run_1/clock_wires.png
Scale: 4 px per um.
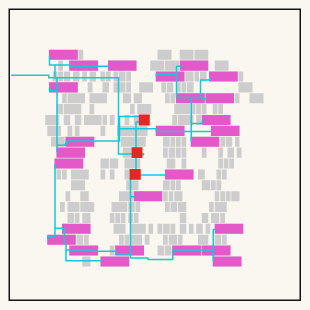
run_1/floorplan.png
Scale: 4 px per um. Pins as bars on the die edge.
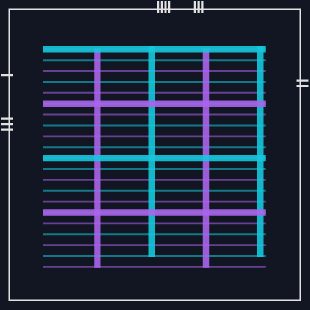
run_1/layers.png
Scale: 6 px per um.
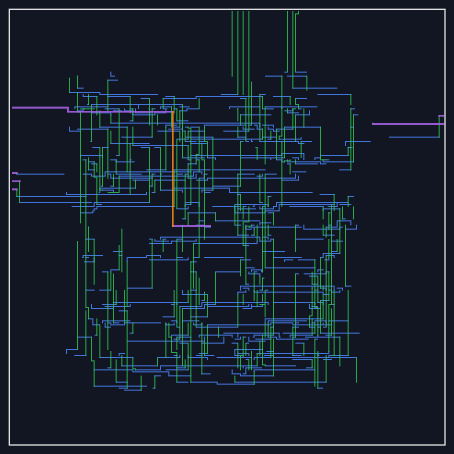
run_1/gates.png
Scale: 4 px per um.
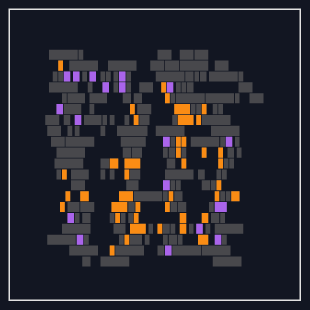
**config.mk**
```make
export PLATFORM = sky130hd
export DESIGN_NAME = mux4_scan_ctrl_flat
export DESIGN_NICKNAME = d
export VERILOG_FILES = /design/src/rtl/mux4_pkg.sv /design/src/rtl/mux4_scan_ctrl_if.sv /design/src/rtl/scan_dwell_counter.sv /design/src/rtl/mux4_scan_ctrl.sv /design/src/flat_wrapper.sv
export SDC_FILE = /design/constraint.sdc
export NUM_CORES = 1
export LEC_CHECK = 0
export ABC_AREA = 1
export CAP_MARGIN = 20
export CELL_PAD_IN_SITES_DETAIL_PLACEMENT = 0
export CELL_PAD_IN_SITES_GLOBAL_PLACEMENT = 1
export CORE_MARGIN = 8
export CORE_UTILIZATION = 44
export DETAILED_ROUTE_END_ITERATION = 7
export PLACE_DENSITY_LB_ADDON = 0.1
export SYNTH_ARGS = -nofsm -noshare
export SYNTH_HDL_FRONTEND = slang
export SYNTH_SLANG_ARGS = --single-unit
```
**constraint.sdc**
```tcl
create_clock -name clk -period 2.1 [get_ports clk]
set_input_delay 0.21 -clock clk [delete_from_list [all_inputs] [get_ports clk]]
set_output_delay 0.21 -clock clk [all_outputs]
set_load 0.01 [all_outputs]
```
**src/rtl/mux4_pkg.sv**
```systemverilog
// Shared definitions for the 4:1 mux scan sequencer.
// Contents: channel count, select width, FSM state type, channel index constants.
package mux4_pkg;

  localparam int NUM_CH = 4;
  localparam int SEL_W  = 2;

  typedef enum logic {
    IDLE = 1'b0,
    SCAN = 1'b1
  } scan_state_t;

  localparam logic [SEL_W-1:0] CH0 = 2'b00;
  localparam logic [SEL_W-1:0] CH1 = 2'b01;
  localparam logic [SEL_W-1:0] CH2 = 2'b10;
  localparam logic [SEL_W-1:0] CH3 = 2'b11;

endpackage

```
**src/rtl/mux4_scan_ctrl_if.sv**
```systemverilog
// Bundle between the scan sequencer and its environment (mux + frame consumer).
// master: drives start, continuous, y_in; observes sel, frame, frame_valid, busy.
// slave : the sequencer side.
interface mux4_scan_ctrl_if;
  import mux4_pkg::*;

  logic              start;
  logic              continuous;
  logic              y_in;
  logic [SEL_W-1:0]  sel;
  logic [NUM_CH-1:0] frame;
  logic              frame_valid;
  logic              busy;

  modport master (
    output start, continuous, y_in,
    input  sel, frame, frame_valid, busy
  );

  modport slave (
    input  start, continuous, y_in,
    output sel, frame, frame_valid, busy
  );

endinterface

```
**src/rtl/scan_dwell_counter.sv**
```systemverilog
// Dwell timer for one mux channel. Counts up from 0 while en is high and
// wraps to 0 on its own at DWELL-1, so back-to-back dwells need no clear.
// Ports: clk, rst_n (sync, active-low), clear (force to 0), en (count),
//        terminal (comb, cnt == DWELL-1), cnt (current count).
module scan_dwell_counter #(
  parameter int DWELL = 4,
  parameter int CNT_W = 16
) (
  input  logic             clk,
  input  logic             rst_n,
  input  logic             clear,
  input  logic             en,
  output logic             terminal,
  output logic [CNT_W-1:0] cnt
);

  localparam logic [CNT_W-1:0] LAST_CNT = CNT_W'(DWELL - 1);

  assign terminal = (cnt == LAST_CNT);

  always_ff @(posedge clk) begin
    if (!rst_n) begin
      cnt <= '0;
    end else if (clear) begin
      cnt <= '0;
    end else if (en) begin
      cnt <= terminal ? '0 : cnt + CNT_W'(1);
    end
  end

endmodule

```
**src/rtl/mux4_scan_ctrl.sv**
```systemverilog
// Sequencer for a 4:1 mux: steps sel through channels 0..3, holds each for
// DWELL cycles, samples y_in in the last cycle of each dwell and publishes
// the 4 samples as one frame with a single-cycle frame_valid pulse.
// Ports: clk, rst_n (sync, active-low), bus (mux4_scan_ctrl_if.slave).
//
// state | meaning
// IDLE  | sel parked at 0, waiting for start
// SCAN  | stepping channels; busy=1
module mux4_scan_ctrl
  import mux4_pkg::*;
#(
  parameter int DWELL = 4,
  parameter int CNT_W = 16
) (
  input  logic              clk,
  input  logic              rst_n,
  mux4_scan_ctrl_if.slave   bus
);

  localparam logic [CNT_W-1:0] LAST_CNT = CNT_W'(DWELL - 1);

  scan_state_t       state_q, state_d;
  logic [SEL_W-1:0]  sel_q, sel_d;
  logic [NUM_CH-1:0] shadow_q, shadow_d;
  logic [NUM_CH-1:0] frame_q, frame_d;
  logic              frame_valid_q, frame_valid_d;
  logic              terminal;
  logic [CNT_W-1:0]  dwell_cnt;

  // Held clear in IDLE so the first SCAN cycle always starts a fresh dwell.
  scan_dwell_counter #(
    .DWELL (DWELL),
    .CNT_W (CNT_W)
  ) u_dwell (
    .clk      (clk),
    .rst_n    (rst_n),
    .clear    (state_q == IDLE),
    .en       (state_q == SCAN),
    .terminal (terminal),
    .cnt      (dwell_cnt)
  );

  always_comb begin
    state_d       = state_q;
    sel_d         = sel_q;
    shadow_d      = shadow_q;
    frame_d       = frame_q;
    frame_valid_d = 1'b0;

    case (state_q)
      IDLE: begin
        sel_d = CH0;
        if (bus.start) state_d = SCAN;
      end
      SCAN: begin
        if (terminal) begin
          shadow_d[sel_q] = bus.y_in;
          if (sel_q == CH3) begin
            // shadow_d already holds the channel-3 sample in bit 3.
            frame_d       = shadow_d;
            frame_valid_d = 1'b1;
            sel_d         = CH0;
            if (!bus.continuous) state_d = IDLE;
          end else begin
            sel_d = SEL_W'(sel_q + 1'b1);
          end
        end
      end
      default: state_d = IDLE;
    endcase
  end

  always_ff @(posedge clk) begin
    if (!rst_n) begin
      state_q       <= IDLE;
      sel_q         <= CH0;
      shadow_q      <= '0;
      frame_q       <= '0;
      frame_valid_q <= 1'b0;
    end else begin
      state_q       <= state_d;
      sel_q         <= sel_d;
      shadow_q      <= shadow_d;
      frame_q       <= frame_d;
      frame_valid_q <= frame_valid_d;
    end
  end

  assign bus.sel         = sel_q;
  assign bus.frame       = frame_q;
  assign bus.frame_valid = frame_valid_q;
  assign bus.busy        = (state_q == SCAN);

  a_dwell_range : assert property (@(posedge clk) disable iff (!rst_n)
    dwell_cnt <= LAST_CNT);

endmodule

```
**src/flat_wrapper.sv**
```systemverilog
// flat-port wrapper written by rule: the top's interface ports become plain ports
module mux4_scan_ctrl_flat import mux4_pkg::*;
#(
  parameter int DWELL = 4,
  parameter int CNT_W = 16
)
  (clk, rst_n, bus_start, bus_continuous, bus_y_in, bus_sel, bus_frame, bus_frame_valid, bus_busy);
  mux4_scan_ctrl_if bus_i ();
  input  logic clk;
  input  logic rst_n;
  input wire logic [$bits(bus_i.start)-1:0] bus_start;
  input wire logic [$bits(bus_i.continuous)-1:0] bus_continuous;
  input wire logic [$bits(bus_i.y_in)-1:0] bus_y_in;
  output wire logic [$bits(bus_i.sel)-1:0] bus_sel;
  output wire logic [$bits(bus_i.frame)-1:0] bus_frame;
  output wire logic [$bits(bus_i.frame_valid)-1:0] bus_frame_valid;
  output wire logic [$bits(bus_i.busy)-1:0] bus_busy;
  assign bus_i.start = bus_start;
  assign bus_i.continuous = bus_continuous;
  assign bus_i.y_in = bus_y_in;
  assign bus_sel = bus_i.sel;
  assign bus_frame = bus_i.frame;
  assign bus_frame_valid = bus_i.frame_valid;
  assign bus_busy = bus_i.busy;
  mux4_scan_ctrl #(.DWELL(DWELL), .CNT_W(CNT_W)) u_core (.clk(clk), .rst_n(rst_n), .bus(bus_i));
endmodule
```
==> reports/qor.txt, run 1 <==
R2R cell count -> 9
Max-area cell share -> 38.6%
Fmax -> 0.573 GHz
Design area -> 0.00159 mm2
Met3 GRT Util -> 1.79%
Tap Cells -> 44
Adder share -> 4.47%
Top-level I/O count -> 13
Area after DPL -> 0.00156 mm2
Worst Setup End Kind -> output pin
Startpoint Class -> register
Layout cells sized above 1 -> 12.8%
Largest cell class by area -> multi-input combinational cells
Met1 wire length -> 1.41 mm
Max power group -> sequential cells
Vias in the first global route -> 1188
Tool warnings -> 29
Cell count after placement -> 243
Worst setup path end -> bus_busy
Clock buf count -> 3
Nets -> 214
Critical path origin -> u_core.bus.busy$_SDFF_PN0_
Commonest Layout Cell -> nand2_1
Gate Area -> 757 um2
CTS Root Buffer Type -> clkbuf_4
Psw -> 0.000174 W
Crit-path leading delay family -> buffers and inverters
Peak VDD IR -> 0.000234 V
Synth logic family -> simple AND/OR/NAND/NOR gates
Via density -> 4.74
MUX share of area -> 0%
WHS Endpoint -> u_core.shadow_q[2]$_SDFFE_PN0P_
Compound Share, Synth -> 6.71%
Worst EP arrival -> 1.54 ns
Clk slew on worst S/H paths -> 0.15 ns
Leak pwr -> 0.552 nW
Ys flop type -> dfxtp_1
Initial antenna violation count -> 0
Max-cap check violation count -> 0
Status -> finished clean
Routed Antenna Nets -> 0
Comb area share -> 47.7%
CP Max Fanout -> 8
Hold Fails Final Rpt -> 0
TritonCTS clock tree -> done
Count of non-CTS buffers in the layout -> 12
Largest Register -> u_core.u_dwell.cnt
Power Density -> 488 mW/mm2
Most frequent cells in the layout -> 42 x nand2_1, 28 x nor2_1, 27 x dfxtp_1, 22 x inv_1, 12 x clkdlybuf4s50_1
Post-place setup slack -> 0.522 ns
Most common cell in the netlist -> nand2_1
Core area -> 0.00303 mm2
Largest net degree at the start of global routing -> 18
Number of cells in Yosys stat -> 189
Final setup vio count -> 0
Top routing layer in use -> met4
Met3 WL -> 48 um
Critical path's slowest cell -> clkdlybuf4s50_1
Hold WS -> 0.453 ns
Initial core utilization -> 46.2%
HP Class -> register to register
Placer Congestion -> 0.771
First-pass GRT wire length -> 4.88 mm
Combinational Power Share -> 4.1%
Fin. max-slew vios -> 0
Final core utilization -> 52.4%
Row count -> 20
Reg2Reg Launch Point -> u_core.u_dwell.cnt[0]$_SDFF_PP0_
Synth top cells by count -> 42 x nand2_1, 28 x nor2_1, 27 x dfxtp_1, 22 x inv_1, 10 x a21oi_1
Die W -> 72.4 um
Final TNS setup -> 0 ns
## Picture notes: clock_wires.png
[magenta] flip-flops | count: 27
[cyan] clock wires | length: 328 um
[red] clock-net drivers | count: 3
routed clock nets	4

## Picture notes: floorplan.png
color	net
cyan	VDD
purple	VSS
met5 straps	4
met4 straps	4
rows	20
signal pins	13

## Picture notes: layers.png
color	layer	wire length
orange	M4	19.0 um
purple	M3	48.5 um
blue	M1	1410 um
green	M2	1210 um
routed via count: 1172
mean routed wirelength per cell: 10.9 um
Total GRT Usage: 11.2%
DRT Wirelength: 2.68 mm

## Picture notes: gates.png
color	family	cells
orange	nor cells	41
purple	aoi and oai cells	18

--- run 2 (diff from run 1) ---
- CORE_UTILIZATION: 44 -> 41
- clock period: 2.1 -> 1.81 ns (I/O delays scaled with it)
run_2/layers.png
Scale: 6 px per um.
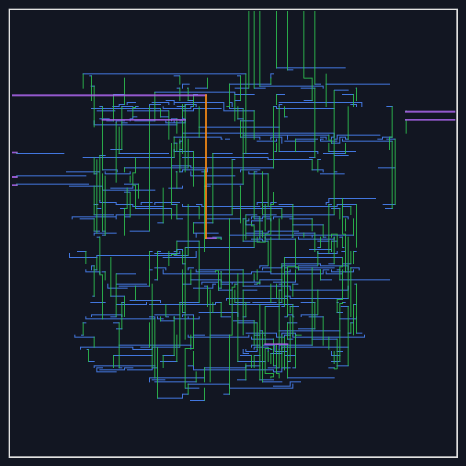
color	layer	wire length
purple	M3	69.5 um
blue	M1	1510 um
green	M2	1240 um
orange	M4	23.8 um

==> run 2 against run 1 <==
Net effect: core utilization down 4.0 points; register-to-register slack got worse by 0.28 ns; clock power is about 20% higher; critical endpoint is now bus_sel[0]; largest cell class unchanged.
==> reports/qor.txt, run 2 <==
Status -> finished clean
Worst Setup End Kind -> output pin
Max power group -> sequential cells
Via density -> 4.71 (-0.84%)
Final setup vio count -> 0 (unchanged)
TritonCTS clock tree -> done
Final core utilization -> 48.4% (-4.0 points)
Fmax -> 0.666 GHz
Placer Congestion -> 0.761 (-1.3%)
MUX share of area -> 0% (unchanged)
Critical path origin -> u_core.bus.sel[0]$_SDFFE_PN0P_
Largest cell class by area -> multi-input combinational cells
Combinational Power Share -> 4.9% (+0.8 points)
Tool warnings -> 29 (unchanged)
Most common cell in the netlist -> nand2_1
Area after DPL -> 0.00158 mm2 (+1.1%)
Ys flop type -> dfxtp_1
HP Class -> input pin to register
WHS Endpoint -> u_core.bus.busy$_SDFF_PN0_
Gate Area -> 757 um2 (unchanged)
Crit-path leading delay family -> buffers and inverters
Total GRT Usage -> 11.7% (+0.51 points)
Met1 wire length -> 1.51 mm (+7.1%)
Cell count after placement -> 247 (+1.6%)
Initial antenna violation count -> 0 (unchanged)
Tap Cells -> 46 (+4.5%)
Hold WS -> 0.422 ns (-0.0311 ns)
Clock buf count -> 4 (+1)
Compound Share, Synth -> 6.71% (unchanged)
Max-cap check violation count -> 0 (unchanged)
Leak pwr -> 0.559 nW (+1.3%)
CTS Root Buffer Type -> clkbuf_4
First-pass GRT wire length -> 5.08 mm (+4.1%)
Mean routed wirelength per cell -> 11.3 um (+4.1%)
Psw -> 0.000208 W (+19%)
Worst setup path end -> bus_sel[0]
Most frequent cells in the layout -> 42 x nand2_1, 28 x nor2_1, 27 x dfxtp_1, 22 x inv_1, 12 x clkdlybuf4s50_1
R2R cell count -> 9 (unchanged)
Count of non-CTS buffers in the layout -> 14 (+2)
Vias in the first global route -> 1112 (-6.4%)
Met3 WL -> 69 um (+44%)
Fin. max-slew vios -> 0 (unchanged)
Row count -> 21 (+5.0%)
Initial core utilization -> 42.3% (-3.9 points)
Top-level I/O count -> 13 (unchanged)
Layout cells sized above 1 -> 13.2% (+0.36 points)
DRT Wirelength -> 2.84 mm (+5.8%)
Largest net degree at the start of global routing -> 18 (unchanged)
Power Density -> 568 mW/mm2 (+16%)
Comb area share -> 47.2% (-0.48 points)
CP Max Fanout -> 5 (-3)
Synth logic family -> simple AND/OR/NAND/NOR gates
Design area -> 0.00160 mm2 (+1.0%)
Startpoint Class -> register
Top routing layer in use -> met4
Adder share -> 4.47% (unchanged)
Worst EP arrival -> 1.32 ns (-0.22 ns)
Largest Register -> u_core.u_dwell.cnt
Hold Fails Final Rpt -> 0 (unchanged)
Antenna diodes -> 0
Critical path's slowest cell -> clkdlybuf4s50_1
Number of cells in Yosys stat -> 189 (unchanged)
Nets -> 216 (+0.93%)
run_2/floorplan.png
Scale: 4 px per um. Pins as bars on the die edge.
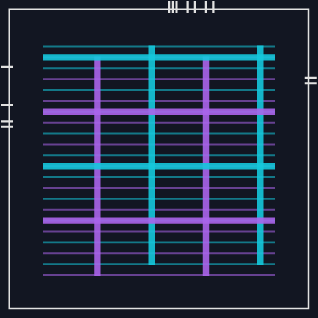
color	net
cyan	VDD
purple	VSS
met1 rails	22
signal pins	13
met4 straps	4
met5 straps	4
rows	21
core area: 0.00331 mm2
die height: 74.4 um
Peak VDD IR: 0.000350 V
Die W: 74.4 um

Power is estimated from default activity; no workload was simulated.
